**src/rtl/axi_burst_master.sv**
```systemverilog
// axi_burst_master
//   AXI4 master that turns cache refill / write-back requests into single
//   INCR bursts of one cache block (BLOCK_WORDS beats of DATA_WIDTH bits).
//
// Ports
//   clk, rst              clock, synchronous active-high reset
//   i_start_read/write    level requests from the cache FSMs (write wins)
//   i_read_addr/write_addr block-aligned burst addresses, latched at launch
//   i_wdata               cache word addressed by o_word_idx (comb lookup)
//   o_word_idx            beat index: read strobe index or current W beat
//   o_rdata, o_rdata_we   registered read beat and its one-cycle strobe
//   o_r_last, o_b_resp    one-cycle completion pulses (read / write)
//   o_resp_err            one-cycle pulse with completion if any response
//                         in the burst was not OKAY
//   AR/R/AW/W/B           AXI4 master channels
//   o_dbg_state           current FSM state for observation
//
// Handshake rule on every channel: a transfer happens in a cycle where both
// valid and ready are high. This master never drops a valid before its
// ready, and holds address/data stable while valid && !ready.
module axi_burst_master #(
  parameter int ADDR_WIDTH  = 64,
  parameter int DATA_WIDTH  = 32,
  parameter int BLOCK_WORDS = 16
) (
  input  logic                           clk,
  input  logic                           rst,
  input  logic                           i_start_read,
  input  logic                           i_start_write,
  input  logic [ADDR_WIDTH-1:0]          i_read_addr,
  input  logic [ADDR_WIDTH-1:0]          i_write_addr,
  input  logic [DATA_WIDTH-1:0]          i_wdata,
  output logic [$clog2(BLOCK_WORDS)-1:0] o_word_idx,
  output logic [DATA_WIDTH-1:0]          o_rdata,
  output logic                           o_rdata_we,
  output logic                           o_r_last,
  output logic                           o_b_resp,
  output logic                           o_resp_err,
  output logic                           o_ar_valid,
  input  logic                           i_ar_ready,
  output logic [ADDR_WIDTH-1:0]          o_ar_addr,
  output logic [7:0]                     o_ar_len,
  output logic [2:0]                     o_ar_size,
  output logic [1:0]                     o_ar_burst,
  input  logic                           i_r_valid,
  output logic                           o_r_ready,
  input  logic [DATA_WIDTH-1:0]          i_r_data,
  input  logic                           i_r_last,
  input  logic [1:0]                     i_r_resp,
  output logic                           o_aw_valid,
  input  logic                           i_aw_ready,
  output logic [ADDR_WIDTH-1:0]          o_aw_addr,
  output logic [7:0]                     o_aw_len,
  output logic [2:0]                     o_aw_size,
  output logic [1:0]                     o_aw_burst,
  output logic                           o_w_valid,
  input  logic                           i_w_ready,
  output logic [DATA_WIDTH-1:0]          o_w_data,
  output logic [DATA_WIDTH/8-1:0]        o_w_strb,
  output logic                           o_w_last,
  input  logic                           i_b_valid,
  output logic                           o_b_ready,
  input  logic [1:0]                     i_b_resp,
  output logic [2:0]                     o_dbg_state
);

  localparam int IDX_W = $clog2(BLOCK_WORDS);
  localparam logic [IDX_W-1:0] LAST_IDX = IDX_W'(BLOCK_WORDS - 1);

  typedef enum logic [2:0] {
    S_IDLE = 3'd0,
    S_AR   = 3'd1,
    S_R    = 3'd2,
    S_WR   = 3'd3,
    S_B    = 3'd4
  } state_t;

  state_t                  state_q, state_d;
  logic [ADDR_WIDTH-1:0]   addr_q, addr_d;
  logic [IDX_W-1:0]        idx_q, idx_d;
  logic [IDX_W-1:0]        rd_idx_q, rd_idx_d;
  logic [DATA_WIDTH-1:0]   rdata_q, rdata_d;
  logic                    rdata_we_q, rdata_we_d;
  logic                    err_q, err_d;
  logic                    armed_q, armed_d;
  logic                    aw_done_q, aw_done_d;
  logic                    w_done_q, w_done_d;

  logic                    is_last;
  logic                    beat_bad;
  logic                    aw_ok;
  logic                    w_ok;

  // Constant burst shape.
  assign o_ar_len   = 8'(BLOCK_WORDS - 1);
  assign o_aw_len   = 8'(BLOCK_WORDS - 1);
  assign o_ar_size  = 3'($clog2(DATA_WIDTH / 8));
  assign o_aw_size  = 3'($clog2(DATA_WIDTH / 8));
  assign o_ar_burst = 2'b01;
  assign o_aw_burst = 2'b01;
  assign o_w_strb   = '1;
  assign o_ar_addr  = addr_q;
  assign o_aw_addr  = addr_q;
  assign o_w_data   = i_wdata;
  assign o_rdata    = rdata_q;
  assign o_rdata_we = rdata_we_q;
  assign o_dbg_state = state_q;

  // The counter has already advanced when a read strobe is shown, so the
  // strobe carries the index of the beat it belongs to.
  assign o_word_idx = rdata_we_q ? rd_idx_q : idx_q;

  assign is_last  = (idx_q == LAST_IDX);
  assign beat_bad = (i_r_resp != 2'b00) || (i_r_last != is_last);

  always_comb begin
    state_d    = state_q;
    addr_d     = addr_q;
    idx_d      = idx_q;
    rd_idx_d   = rd_idx_q;
    rdata_d    = rdata_q;
    rdata_we_d = 1'b0;
    err_d      = err_q;
    armed_d    = armed_q;
    aw_done_d  = aw_done_q;
    w_done_d   = w_done_q;
    o_ar_valid = 1'b0;
    o_r_ready  = 1'b0;
    o_aw_valid = 1'b0;
    o_w_valid  = 1'b0;
    o_w_last   = 1'b0;
    o_b_ready  = 1'b0;
    o_r_last   = 1'b0;
    o_b_resp   = 1'b0;
    o_resp_err = 1'b0;
    aw_ok      = 1'b0;
    w_ok       = 1'b0;

    case (state_q)
      S_IDLE: begin
        if (armed_q && i_start_write) begin
          addr_d    = i_write_addr;
          armed_d   = 1'b0;
          err_d     = 1'b0;
          aw_done_d = 1'b0;
          w_done_d  = 1'b0;
          idx_d     = '0;
          state_d   = S_WR;
        end else if (armed_q && i_start_read) begin
          addr_d  = i_read_addr;
          armed_d = 1'b0;
          err_d   = 1'b0;
          state_d = S_AR;
        end else if (!i_start_read && !i_start_write) begin
          // Re-arm only after the requester has dropped both starts.
          armed_d = 1'b1;
        end
      end

      S_AR: begin
        o_ar_valid = 1'b1;
        if (i_ar_ready) begin
          idx_d   = '0;
          state_d = S_R;
        end
      end

      S_R: begin
        o_r_ready = 1'b1;
        if (i_r_valid) begin
          rdata_d    = i_r_data;
          rdata_we_d = 1'b1;
          rd_idx_d   = idx_q;
          idx_d      = idx_q + 1'b1;
          if (beat_bad) begin
            err_d = 1'b1;
          end
          // Sequencing follows the internal count, not RLAST.
          if (is_last) begin
            o_r_last   = 1'b1;
            o_resp_err = err_q || beat_bad;
            state_d    = S_IDLE;
          end
        end
      end

      S_WR: begin
        o_aw_valid = !aw_done_q;
        o_w_valid  = !w_done_q;
        o_w_last   = !w_done_q && is_last;
        if (!aw_done_q && i_aw_ready) begin
          aw_done_d = 1'b1;
        end
        if (!w_done_q && i_w_ready) begin
          idx_d = idx_q + 1'b1;
          if (is_last) begin
            w_done_d = 1'b1;
          end
        end
        // AW and the last W beat may finish in either order or together.
        aw_ok = aw_done_q || i_aw_ready;
        w_ok  = w_done_q || (i_w_ready && is_last);
        if (aw_ok && w_ok) begin
          state_d = S_B;
        end
      end

      S_B: begin
        o_b_ready = 1'b1;
        if (i_b_valid) begin
          o_b_resp   = 1'b1;
          o_resp_err = (i_b_resp != 2'b00);
          state_d    = S_IDLE;
        end
      end

      default: begin
        state_d = S_IDLE;
      end
    endcase
  end

  always_ff @(posedge clk) begin
    if (rst) begin
      state_q    <= S_IDLE;
      addr_q     <= '0;
      idx_q      <= '0;
      rd_idx_q   <= '0;
      rdata_q    <= '0;
      rdata_we_q <= 1'b0;
      err_q      <= 1'b0;
      armed_q    <= 1'b1;
      aw_done_q  <= 1'b0;
      w_done_q   <= 1'b0;
    end else begin
      state_q    <= state_d;
      addr_q     <= addr_d;
      idx_q      <= idx_d;
      rd_idx_q   <= rd_idx_d;
      rdata_q    <= rdata_d;
      rdata_we_q <= rdata_we_d;
      err_q      <= err_d;
      armed_q    <= armed_d;
      aw_done_q  <= aw_done_d;
      w_done_q   <= w_done_d;
    end
  end

endmodule

```
**config.mk**
```make
export PLATFORM = sky130hd
export DESIGN_NAME = axi_burst_master
export DESIGN_NICKNAME = d
export VERILOG_FILES = /design/src/rtl/axi_burst_master.sv
export SDC_FILE = /design/constraint.sdc
export NUM_CORES = 1
export LEC_CHECK = 0
export ABC_AREA = 1
export CAP_MARGIN = 20
export CORE_AREA = 4 4 172 174
export DETAILED_ROUTE_END_ITERATION = 10
export DIE_AREA = 0 0 176 178
export GPL_TIMING_DRIVEN = 1
export PLACE_DENSITY = 0.54
export SLEW_MARGIN = 20
export SYNTH_ARGS = -nofsm -noshare
export SYNTH_HDL_FRONTEND = slang
export SYNTH_SLANG_ARGS = --single-unit
```
**constraint.sdc**
```tcl
create_clock -name clk -period 3 [get_ports clk]
set_clock_uncertainty 0.05 [all_clocks]
set_input_delay 0.9 -clock clk [delete_from_list [all_inputs] [get_ports clk]]
set_output_delay 0.9 -clock clk [all_outputs]
set_load 0.02 [all_outputs]
```
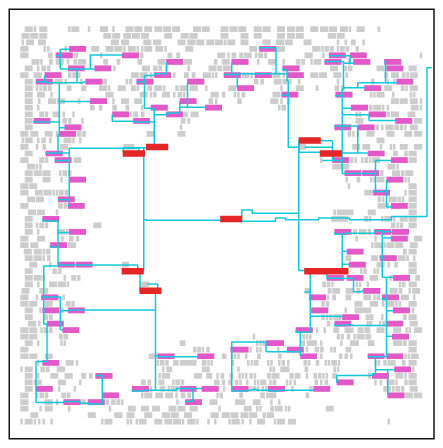
Run 1: clock wires, drivers and flops
[flip-flops] magenta | count: 112
[clock wires] cyan | length: 1780 µm
[cells driving clock nets] red | count: 9
flops lie: spread over the die

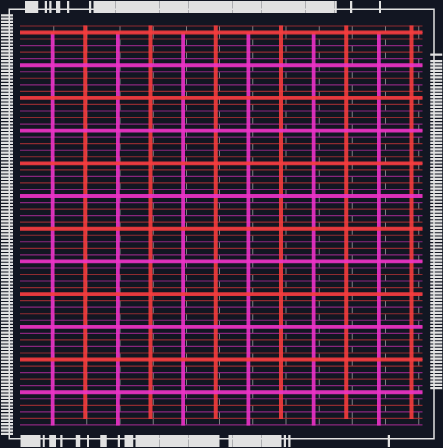
Run 1: supply network
Pins as bars on the die edge. Tap cells in grey.
| net | colour |
|---|---|
| VSS | magenta |
| VDD | red |
rows: 61
met4 straps: 12
met5 straps: 12

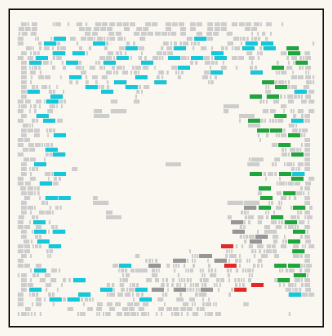
Run 1: where the registers sit
| signal | colour | sequential cells | where |
|---|---|---|---|
| o_ar_addr | cyan | 64 | spread over the die |
| idx_q | red | 4 | lower right |
| o_rdata | green | 32 | a column on the right |
not coloured: 12

==> results.toml, run 1 <==
# flow metrics
[synthesis]
yosysTopAreaCell = "dfxtp_1"
async_flop_share_pct = 0
synth.logic.top_family = "buffers and inverters"
netlist_top_cells_area = "dfxtp_1, buf_4, nand2_1"

[pwr]
clkPwrFrac_pct = 16.0
ir_worst_vdd_uv = 333.1
fin_total_pwr_uw = 7608
powerComb_uw = 4050

[floorplanning]
die_h_um = 178

[worst_setup_path]
cp_top_family = "buffers and inverters"
worst-path-stages = 6

[layout]
sh_seq_area_pct = 24.67
fillers = 2963
fin_util_pct = 32.76
n_all_buffers = 372

[final_timing]
slew_viol_final = 0
rsz0062_at_grt = "false"
final.setup.worst_slack_ns = 0.06775

[run_status]
outcome = "completed"

[clocking]
path_clk_slew_ns = 0.08

[detailed_routing]
wl_um = 21840

[worst_hold_path]
hp-class = "reg -> reg"
Run 1, congestion heat map:
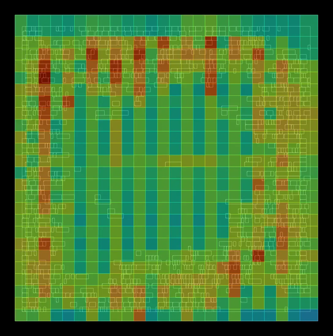

==> inputs of run 2 (changes only) <==
--- a/config.mk
+++ b/config.mk
@@ -7,11 +7,12 @@
 export LEC_CHECK = 0
 export ABC_AREA = 1
 export CAP_MARGIN = 20
-export CORE_AREA = 4 4 172 174
+export CORE_AREA = 4 4 170 172
 export DETAILED_ROUTE_END_ITERATION = 10
-export DIE_AREA = 0 0 176 178
+export DIE_AREA = 0 0 174 176
+export GPL_ROUTABILITY_DRIVEN = 0
 export GPL_TIMING_DRIVEN = 1
-export PLACE_DENSITY = 0.54
+export PLACE_DENSITY = 0.55
 export SLEW_MARGIN = 20
 export SYNTH_ARGS = -nofsm -noshare
 export SYNTH_HDL_FRONTEND = slang
==> constraint.sdc (replaced) <==
create_clock -name clk -period 3.05 [get_ports clk]
set_clock_uncertainty 0.05 [all_clocks]
set_input_delay 0.915 -clock clk [delete_from_list [all_inputs] [get_ports clk]]
set_output_delay 0.915 -clock clk [all_outputs]
set_load 0.02 [all_outputs]
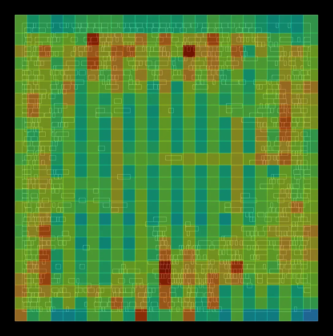
Run 2: congestion heat map
grt met3 use: 4.582%
Finished Core Util: 32.86%
GRT busiest layer: met2
WL/cell: 15.76 µm
GR Layer Usage met1: 16.35%

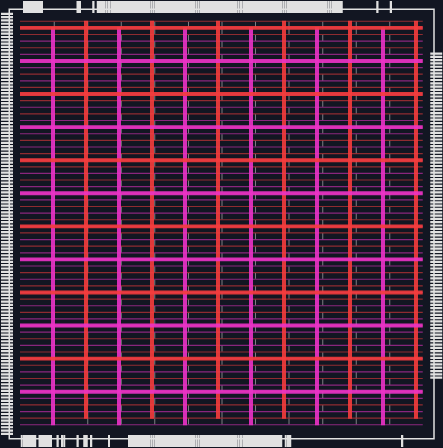
Run 2: supply network
Pins as bars on the die edge. Tap cells in grey.
| net | colour |
|---|---|
| VSS | magenta |
| VDD | red |
rows: 61
met5 straps: 12
met4 straps: 12

==> run 2 against run 1 <==
  * Area after synthesis stayed put
  * Setup slack better by 0.017 ns
  * Non-clock buffer count is 4 lower
  * Global-route usage is 0.12 points higher
  * First-iteration DRC count is 33% lower
  * Worst hold slack worse by 0.0059 ns
  * Final cell count is 2.6% lower
  * Sequential power is 3% lower
  * Count of clock-buffer cells in the layout stayed put
  * Cell area is 0.78% lower
  * Die area is 2.2% lower
  * Register-to-register slack hardly changed
  * Critical endpoint unchanged
==> results.toml, run 2 <==
# flow metrics
[final_timing]
rsz0062_at_grt = "true"
final.setup.worst_slack_ns = 0.08458
period_used_pct = 97.23
fmax_mhz = 337.2
slew_viol_final = 0
worst_slew_margin_rel_pct = 59.00
finalHoldViolCount = 0

[synthesis]
netlist_top_cells_area = "dfxtp_1, buf_4, nand2_1"
yosys_cells = 779
yosysTopAreaCell = "dfxtp_1"
top_cells_by_count = "nand2_1, buf_4, dfxtp_1"
synth.logic.top_family = "buffers and inverters"
async_flop_share_pct = 0

[layout]
regArea_um2 = 2243
inverters = 25
syn_to_final_growth_pct = 58.14
comb_cells = 498
fillers = 2934
n_all_buffers = 368
layout-drive-gt1-share_pct = 5.692
layout.nets = 1221
sh_seq_area_pct = 24.85

[clocking]
cts_root_buf = "clkbuf_16"
path_clk_slew_ns = 0.08

[worst_hold_path]
hp-class = "reg -> reg"
holdCritStartpoint = "rd_idx_q[3]"

[place]
dp.final_hpwl_um = 16440
portBuffers = 350

[pwr]
ir_worst_vdd_uv = 315.6
powerComb_uw = 4050
fin_total_pwr_uw = 7540
power_frac_seq_pct = 30.0

[floorplanning]
core-area_um2 = 27480
die_h_um = 176

[worst_setup_path]
crit_arrival_ns = 2.00
cp-startpoint = "i_r_valid"
cp_top_family = "buffers and inverters"
worst-path-stages = 8
rr_startpoint = "o_dbg_state[2]"

[run_status]
outcome = "completed"

[detailed_routing]
wl_um = 21520

[job]
warnings = 27

[grt]
grt_antenna_before_repair = 0
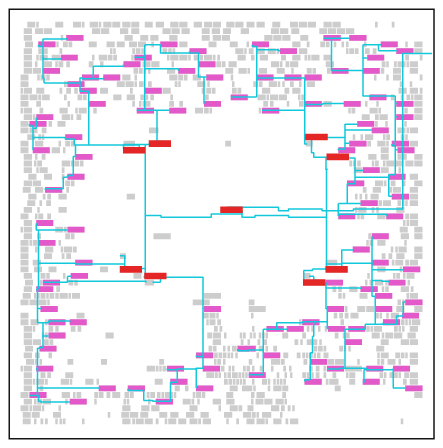
Run 2: clock wires, drivers and flops
[clock wires] cyan | length: 1810 µm
[cells driving clock nets] red | count: 9
[flip-flops] magenta | count: 112
flops lie: spread over the die
routed clock nets: 10
Clock group: 1230 µW
Clock Power Share: 16.3%
Worst-Skew Late Latency: 0.35 ns

==> inputs of run 3 (changes only) <==
--- a/config.mk
+++ b/config.mk
@@ -13,7 +13,7 @@
 export GPL_ROUTABILITY_DRIVEN = 0
 export GPL_TIMING_DRIVEN = 1
 export PLACE_DENSITY = 0.55
-export SLEW_MARGIN = 20
+export SLEW_MARGIN = 5
 export SYNTH_ARGS = -nofsm -noshare
 export SYNTH_HDL_FRONTEND = slang
 export SYNTH_SLANG_ARGS = --single-unit
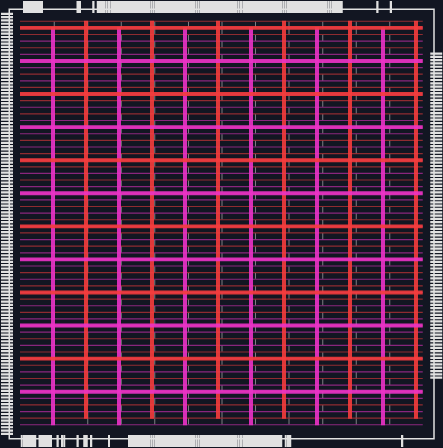
Run 3: supply network
Pins as bars on the die edge. Tap cells in grey.
| net | colour |
|---|---|
| VSS | magenta |
| VDD | red |
tap cells: 346
met5 straps: 12
rows: 61
Placeable Area: 27480 µm²
die width: 174 µm
Max IR drop VDD: 315.6 µV
Die Height: 176 µm

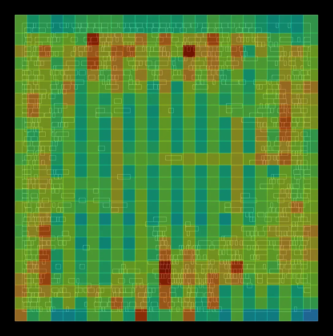
Run 3: congestion heat map
met2 Track Usage GR: 22.56%
GRT Total Usage: 13.28%

==> run 3 against run 2 <==
  * Critical path depth stayed put
  * Cell area unchanged
  * Critical path type unchanged
  * Largest power group unchanged
  * Count of clock-buffer cells in the layout stayed put
  * Clock power hardly changed
  * Sequential cell count did not move
  * Highest routed layer unchanged
  * Non-clock buffer count unchanged
  * Area after synthesis unchanged
  * Global-route usage did not move
==> results.toml, run 3 <==
# flow metrics
[layout]
n_all_buffers = 368
inverters = 25
fin_util_pct = 32.86

[grt]
grt_util_met1_pct = 16.35
use_met3_pct = 4.582
busiest_layer = "met2"
grt_antenna_before_repair = 0

[pwr]
powerComb_uw = 4050
powerClk_uw = 1230
fin_total_pwr_uw = 7540
clkPwrFrac_pct = 16.3

[run_status]
outcome = "completed"

[synthesis]
netlist_top_cells_area = "dfxtp_1, buf_4, nand2_1"
yosysTopAreaCell = "dfxtp_1"

[worst_setup_path]
worst-path-stages = 8
rr_startpoint = "o_dbg_state[2]"

[final_timing]
slew_viol_final = 0
rsz0062_at_grt = "true"
worst_slew_margin_rel_pct = 59.00

[worst_hold_path]
holdCritStartpoint = "rd_idx_q[3]"

[job]
warnings = 27

[clocking]
cts_root_buf = "clkbuf_16"
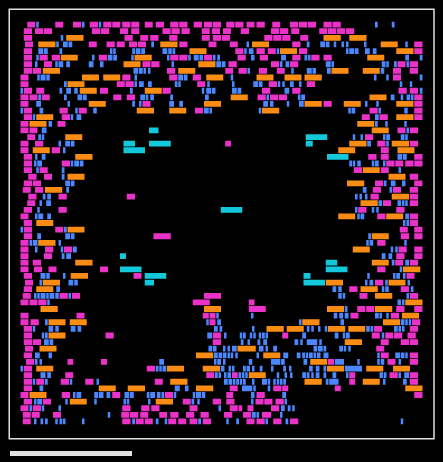
Run 3: placement by cell class
Scale bar: 50 µm.
| class | colour | cells |
|---|---|---|
| other buffers and delay cells | magenta | 368 |
| all other logic | blue | 523 |
| clock drivers and dummy loads | cyan | 16 |
| flip-flops | orange | 112 |
Final Instance Area: 9029 µm²
Rows: 61
flop share of the area: 24.85%

No activity file was given, so power comes from the tool's default toggle rates.
